==> images/m3.png <==
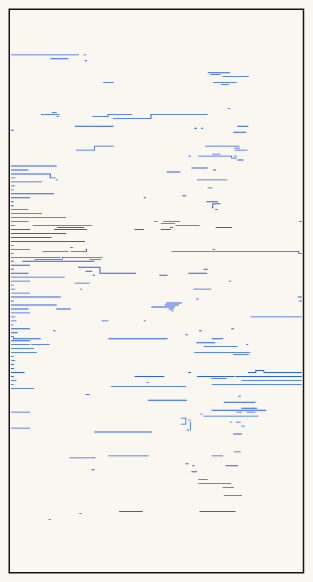
==> images/pinout.png <==
Pins as bars across the die edge, other pins in gray.
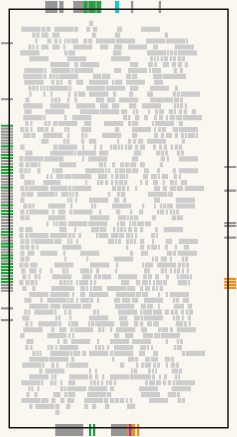
==> images/congestion_map.png <==
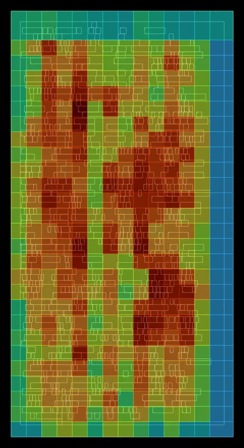
==> images/ff_map.png <==
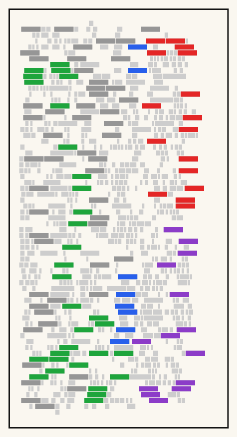
==> images/layers.png <==
Two of the layers only.
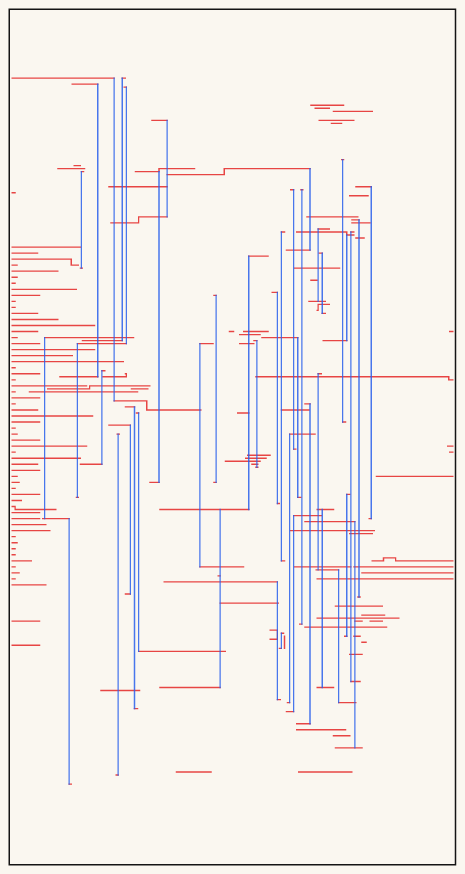
===== config.mk =====
export PLATFORM = sky130hd
export DESIGN_NAME = uart_alu_sequencer
export DESIGN_NICKNAME = d
export VERILOG_FILES = /design/src/rtl/uart_alu_sequencer.sv
export SDC_FILE = /design/constraint.sdc
export NUM_CORES = 1
export LEC_CHECK = 0
export CAP_MARGIN = 40
export CORE_ASPECT_RATIO = 2
export CORE_MARGIN = 4
export CORE_UTILIZATION = 43
export DETAILED_ROUTE_END_ITERATION = 7
export DONT_BUFFER_PORTS = 1
export GPL_ROUTABILITY_DRIVEN = 0
export GPL_TIMING_DRIVEN = 0
export PLACE_DENSITY = 0.55
export SKIP_CTS_REPAIR_TIMING = 1
export SLEW_MARGIN = 30
export SYNTH_ARGS = -nofsm -noshare
export SYNTH_HDL_FRONTEND = slang
export SYNTH_SLANG_ARGS = --single-unit

===== constraint.sdc =====
create_clock -name clk_i -period 10.2 [get_ports clk_i]
set_input_delay 1.53 -clock clk_i [delete_from_list [all_inputs] [get_ports clk_i]]
set_output_delay 1.53 -clock clk_i [all_outputs]
set_load 0.02 [all_outputs]

===== src/rtl/uart_alu_sequencer.sv =====
// Packet sequencer between UART byte streams and a multi-cycle 32-bit ALU.
// Handles echo packets and add/sub/mul reductions of little-endian 32-bit operands.
module uart_alu_sequencer #(
  parameter logic [7:0] OP_ECHO = 8'hEC,
  parameter logic [7:0] OP_ADD  = 8'h10,
  parameter logic [7:0] OP_SUB  = 8'h11,
  parameter logic [7:0] OP_MUL  = 8'h12
) (
  input  logic        clk_i,
  input  logic        rst_i,
  input  logic [7:0]  rx_data_i,
  input  logic        rx_valid_i,
  output logic        rx_ready_o,
  output logic [7:0]  tx_data_o,
  output logic        tx_valid_o,
  input  logic        tx_ready_i,
  output logic [1:0]  alu_op_o,
  output logic [31:0] alu_a_o,
  output logic [31:0] alu_b_o,
  output logic        alu_valid_o,
  input  logic        alu_ready_i,
  input  logic        alu_done_i,
  input  logic [31:0] alu_result_i,
  output logic        busy_o,
  output logic        err_o
);

  localparam logic [2:0] IDLE  = 3'd0;
  localparam logic [2:0] HDR   = 3'd1;
  localparam logic [2:0] ECHO  = 3'd2;
  localparam logic [2:0] OPND  = 3'd3;
  localparam logic [2:0] AREQ  = 3'd4;
  localparam logic [2:0] AWAIT = 3'd5;
  localparam logic [2:0] TXRES = 3'd6;
  localparam logic [2:0] DRAIN = 3'd7;

  function automatic logic [1:0] alu_code(input logic [7:0] opc);
    logic [1:0] code;
    case (opc)
      OP_ADD:  code = 2'd0;
      OP_SUB:  code = 2'd1;
      OP_MUL:  code = 2'd2;
      default: code = 2'd0;
    endcase
    return code;
  endfunction

  logic [2:0]  state_r;
  logic        run_r;
  logic        err_r;
  logic [7:0]  opcode_r;
  logic [1:0]  hdr_cnt_r;
  logic [7:0]  len_lo_r;
  logic [15:0] remain_r;
  logic [13:0] ops_left_r;
  logic        first_r;
  logic [1:0]  byte_cnt_r;
  logic [31:0] operand_r;
  logic [31:0] acc_r;
  logic [1:0]  tx_idx_r;

  logic        rx_fire_s;
  logic        tx_fire_s;
  logic [15:0] len_s;
  logic [15:0] pl_s;
  logic        short_s;
  logic        known_s;
  logic [31:0] word_s;
  logic [15:0] remain_dec_s;

  assign rx_fire_s    = rx_valid_i & rx_ready_o;
  assign tx_fire_s    = tx_valid_o & tx_ready_i;
  assign len_s        = {rx_data_i, len_lo_r};
  assign pl_s         = len_s - 16'd4;
  assign short_s      = (len_s < 16'd4);
  assign known_s      = (opcode_r == OP_ECHO) || (opcode_r == OP_ADD) ||
                        (opcode_r == OP_SUB) || (opcode_r == OP_MUL);
  assign word_s       = {rx_data_i, operand_r[23:0]};
  assign remain_dec_s = (remain_r != 16'd0) ? (remain_r - 16'd1) : 16'd0;
  assign busy_o       = (state_r != IDLE);
  assign err_o        = err_r;

  // Handshake and datapath outputs decoded from the current state.
  always_comb begin
    rx_ready_o  = 1'b0;
    tx_valid_o  = 1'b0;
    tx_data_o   = 8'h00;
    alu_valid_o = 1'b0;
    alu_a_o     = 32'h0000_0000;
    alu_b_o     = 32'h0000_0000;
    alu_op_o    = 2'd0;
    case (state_r)
      IDLE, HDR, OPND: rx_ready_o = run_r;
      DRAIN:           rx_ready_o = (remain_r != 16'd0);
      ECHO: begin
        rx_ready_o = tx_ready_i;
        tx_valid_o = rx_valid_i;
        tx_data_o  = rx_data_i;
      end
      AREQ: begin
        alu_valid_o = 1'b1;
        alu_a_o     = acc_r;
        alu_b_o     = operand_r;
        alu_op_o    = alu_code(opcode_r);
      end
      TXRES: begin
        tx_valid_o = 1'b1;
        tx_data_o  = acc_r[8*tx_idx_r +: 8];
      end
      default: rx_ready_o = 1'b0;
    endcase
  end

  // Packet sequencing state machine.
  always_ff @(posedge clk_i or posedge rst_i) begin
    if (rst_i) begin
      state_r    <= IDLE;
      run_r      <= 1'b0;
      err_r      <= 1'b0;
      opcode_r   <= 8'h00;
      hdr_cnt_r  <= 2'd0;
      len_lo_r   <= 8'h00;
      remain_r   <= 16'd0;
      ops_left_r <= 14'd0;
      first_r    <= 1'b0;
      byte_cnt_r <= 2'd0;
      operand_r  <= 32'h0000_0000;
      acc_r      <= 32'h0000_0000;
      tx_idx_r   <= 2'd0;
    end else begin
      run_r <= 1'b1;
      err_r <= 1'b0;
      case (state_r)
        IDLE: begin
          if (rx_fire_s) begin
            opcode_r  <= rx_data_i;
            hdr_cnt_r <= 2'd1;
            state_r   <= HDR;
          end
        end
        HDR: begin
          if (rx_fire_s) begin
            hdr_cnt_r <= hdr_cnt_r + 2'd1;
            if (hdr_cnt_r == 2'd2) begin
              len_lo_r <= rx_data_i;
            end
            if (hdr_cnt_r == 2'd3) begin
              byte_cnt_r <= 2'd0;
              first_r    <= 1'b1;
              ops_left_r <= pl_s[15:2];
              remain_r   <= short_s ? 16'd0 : pl_s;
              if (!known_s || short_s) begin
                err_r   <= 1'b1;
                state_r <= DRAIN;
              end else if (opcode_r == OP_ECHO) begin
                state_r <= (pl_s == 16'd0) ? IDLE : ECHO;
              end else if ((pl_s == 16'd0) || (pl_s[1:0] != 2'd0)) begin
                err_r   <= 1'b1;
                state_r <= DRAIN;
              end else begin
                state_r <= OPND;
              end
            end
          end
        end
        ECHO: begin
          if (rx_fire_s) begin
            remain_r <= remain_dec_s;
            if (remain_r <= 16'd1) begin
              state_r <= IDLE;
            end
          end
        end
        OPND: begin
          if (rx_fire_s) begin
            remain_r   <= remain_dec_s;
            byte_cnt_r <= byte_cnt_r + 2'd1;
            operand_r[8*byte_cnt_r +: 8] <= rx_data_i;
            if (byte_cnt_r == 2'd3) begin
              ops_left_r <= ops_left_r - 14'd1;
              if (first_r) begin
                // The first operand seeds the accumulator without an ALU trip.
                first_r <= 1'b0;
                acc_r   <= word_s;
                if (ops_left_r == 14'd1) begin
                  tx_idx_r <= 2'd0;
                  state_r  <= TXRES;
                end
              end else begin
                state_r <= AREQ;
              end
            end
          end
        end
        AREQ: begin
          if (alu_ready_i) begin
            state_r <= AWAIT;
          end
        end
        AWAIT: begin
          if (alu_done_i) begin
            acc_r <= alu_result_i;
            if (ops_left_r != 14'd0) begin
              state_r <= OPND;
            end else begin
              tx_idx_r <= 2'd0;
              state_r  <= TXRES;
            end
          end
        end
        TXRES: begin
          if (tx_fire_s) begin
            tx_idx_r <= tx_idx_r + 2'd1;
            if (tx_idx_r == 2'd3) begin
              state_r <= IDLE;
            end
          end
        end
        DRAIN: begin
          if (remain_r == 16'd0) begin
            state_r <= IDLE;
          end else if (rx_fire_s) begin
            remain_r <= remain_dec_s;
          end
        end
        default: state_r <= IDLE;
      endcase
    end
  end

endmodule


==> impl_metrics.ini <==
; implementation run metrics
[outcome]
outcome = finished, final reports clean

[finish]
stdcell_area_mm2 = 0.008287
lay_top_count = nand2_1
diodes = 0
final_nets = 916
area_growth_pct = 13.23
layout.cells.most_common_list = nand2_1 (138), dfrtp_1 (122), o21ai_0 (108)
drive_above_1_share = 0.09122
fillers = 1663

[yosys]
yosys_area_mm2 = 0.007318
synth-edff-count = 0
synthesis.area_mm2 = 0.007318
syn_avg_cell_area_um2 = 8.828
floorplan.nets = 891
synth-seq-cells = 122
synth_cell_types = 68
synthCells = 829
synth_top_flop_cell = dfrtp_1
ys_cells = 829
postSynth.asyncResetShare = 1.000
ys_seq_share = 0.4172
ys_warn_count = 0

[clock_network]
tritoncts = yes
ctsRootBufferMaster = clkbuf_16
clock_path_buffers = 2
worstSkewPairLatency_ns = 0.42
path_clk_slew_ns = 0.06
cts_buffers = 17
htree_num_levels = 4
cts.sinks = 122

[final_timing]
final.min_clock_period_ns = 4.528
hold_viol_final = 0
maxSlewHeadroom = 0.4138
worst_pin_slew_ns = 0.8793
fin_tns_setup_ns = 0
fmax_mhz = 220.8
fin_crit_sh = 0.4440
hold_slack_ns = 0.4786
rsz0062_at_grt = false
fin_skew_ns = 0.01275
setup_violations = 0
drv_slew = 0

[power]
p_comb_frac = 0.390
powerDensity_mw_per_mm2 = 291.7
power.internal_mw = 1.413
p_sw_mw = 1.004
p_leak_nw = 3.344
vdd_drop_max_mv = 0.1644
swShare = 0.4155
clockPowerShare = 0.270
seq_power_share = 0.341

[setup_path]
startpoint_type = register
path_max_fanout = 10
critical_path_arrival_ns = 3.00
required_ns = 8.67
crit_type = register to output port
endpoint_kind = output port

[routing]
final_antenna_net_count = 0
wl_met1_mm = 8.434
wl_met2_mm = 13.88
dr_wl_met3_mm = 1.276
drc = 0
avgViaCountPerCell = 6.118
first_iter_violations = 361
top_layer = met4
drt-pass1-iter-count = 4

[global_route]
grt_pass1_wl_mm = 39.16
overflow = 0
grt_max_degree = 94
grt_pass1_vias = 6868
antenna_found_initial = 0

[flow_run]
warnings = 36
cap_violations = 0

[floorplan]
initCoreUtil = 0.4365
io_pins = 125
rows = 67
core_area_mm2 = 0.01677
die_area_mm2 = 0.01930

[placement]
dp_hpwl_mm = 19.85
place_area_mm2 = 0.007635

[min_path]
hold_class = register to register
## Picture notes: m3.png
share of all routed wire: 5.0%
wire length on this layer: 1280 um
longest straight run: 43.5 um
main direction: horizontal
met3 Track Usage GR: 0.05391
via count: 6565

## Picture notes: pinout.png
| port | color | pins | direction | edge |
|---|---|---|---|---|
| rx_data_i | orange | 8 | input | 4 bottom, 4 right |
| alu_op_o | cyan | 2 | output | top |
| alu_a_o | green | 32 | output | 23 left, 7 top, 2 bottom |
| rst_i | purple | 1 | input | bottom |
all pins by edge: 61 left, 29 bottom, 26 top, 9 right
die height: 192.5 um
Die Width: 100.2 um
Port Buf Inserts: 0

## Picture notes: congestion_map.png
GR Layer Usage met2: 0.4974
Tot GR Track Use: 0.2712

## Picture notes: ff_map.png
| name in the netlist | color | flops |
|---|---|---|
| operand_r | green | 32 |
| len_lo_r | blue | 8 |
| ops_left_r | purple | 14 |
| remain_r | red | 16 |
Final Core Density: 0.4943
register area: 0.003053 mm2
Flop+latch power: 0.823 mW
sequential share of cell area: 0.3684

## Picture notes: layers.png
| layer | color | wire length |
|---|---|---|
| M3 | red | 1280 um |
| M4 | blue | 2090 um |
WL per Instance: 23.93 um
final wirelength: 25.68 mm

## registers in the layout (all words and copies together), names as in the netlist, 3 cells and up
signal and cells:
acc_r 32, operand_r 32, remain_r 16, ops_left_r 14, len_lo_r 8, opcode_r 8, state_r 3
## critical path: stages (launching register included)
cell and delay [ns]:
dfrtp_1 0.46, clkbuf_1 0.24, nor3b_1 0.42, clkbuf_1 0.63, nand2_1 0.20, nor3b_1 0.63
## cells in the mapped netlist (6+ instances only)
master	number	area share
a21oi_1	30	0.021
a22o_1	8	0.0096
a22oi_1	6	0.0062
a31oi_1	7	0.0060
and2_1	67	0.057
clkbuf_1	42	0.022
dfrtp_1	122	0.42
ha_1	16	0.027
inv_1	16	0.0082
mux2_2	18	0.028
mux2i_1	42	0.057
mux4_2	8	0.025
nand2_1	138	0.071
nand2b_1	6	0.0051
nand3_1	13	0.0089
nor2_1	46	0.024
nor3_1	18	0.012
nor3b_1	9	0.0092
nor4_1	7	0.0060
o21ai_0	108	0.074
or3_1	8	0.0068
## cell families (layout without fill, tap and decap cells)
group                      Yosys count  in the layout  synth area share
other                                1              1         0.0005124
buffers and inverters               65            102           0.03488
adders and majority gates           16             16           0.02735
muxes                               68             68            0.1098
and+or+nand+nor                    342            342            0.2320
xor gates and xnor gates            10             10           0.01197
DFF                                122            122            0.4172
AOI/OAI and AO/OA                  205            205            0.1664
## path summary, 6_finish.rpt
path / startpoint / to / slack, ns / depth (start not counted)
max in group asynchronous: rst_i / len_lo_r[0] / 8.55 / 2
setup / recovery: state_r[0] / alu_op_o[1] / 5.67 / 5
setup reg to reg: len_lo_r[2] / remain_r[11] / 7.39 / 8
hold / removal: operand_r[25] / operand_r[25] / 0.48 / 2
hold reg to reg: operand_r[25] / operand_r[25] / 0.48 / 2
min in group asynchronous: rst_i / ops_left_r[10] / 0.90 / 1
## power by group through the flow
stage | logic [mW] | registers [mW] | clock network [mW]
global route | 1.04 | 0.840 | 0.683
CTS | 0.932 | 0.818 | 0.661
finish | 0.942 | 0.823 | 0.652
detailed placement | 0.928 | 0.824 | 0
floorplan | 0.675 | 0.751 | 0
global placement | 0.900 | 0.814 | 0
## per-stage QoR
| stage | power [mW] | setup WS [ns] | util | instances |
|---|---|---|---|---|
| global placement | 1.714 | 4.031 | 0.4519 | 1036 |
| floorplan | 1.425 | 5.427 | - | 829 |
| detailed placement | 1.752 | 5.967 | 0.4554 | 1039 |
| CTS | 2.412 | 5.595 | 0.4934 | 1070 |
| global route | 2.560 | 5.496 | 0.4943 | 1073 |
| finish | 2.417 | 5.672 | 0.4943 | 1073 |
## layout make-up
cell class | count | area (um2) | share of cell area
multi-input combinational | 642 | 4015 | 0.4845
sequential | 122 | 3053 | 0.3684
clock buffer | 21 | 470.5 | 0.05677
tap | 207 | 259.0 | 0.03125
buffer | 49 | 195.2 | 0.02355
clock inverter | 10 | 166.4 | 0.02008
inverter | 16 | 67.56 | 0.008153
timing repair buffer | 6 | 60.06 | 0.007247
## layer usage
layer  vias up  GRT usage
li1       2978          -
met1      3235     0.2567
met2       258     0.4974
met3        94    0.05391
met4         0     0.2071
met5         -          0
Power and IR drop assume default switching activity.
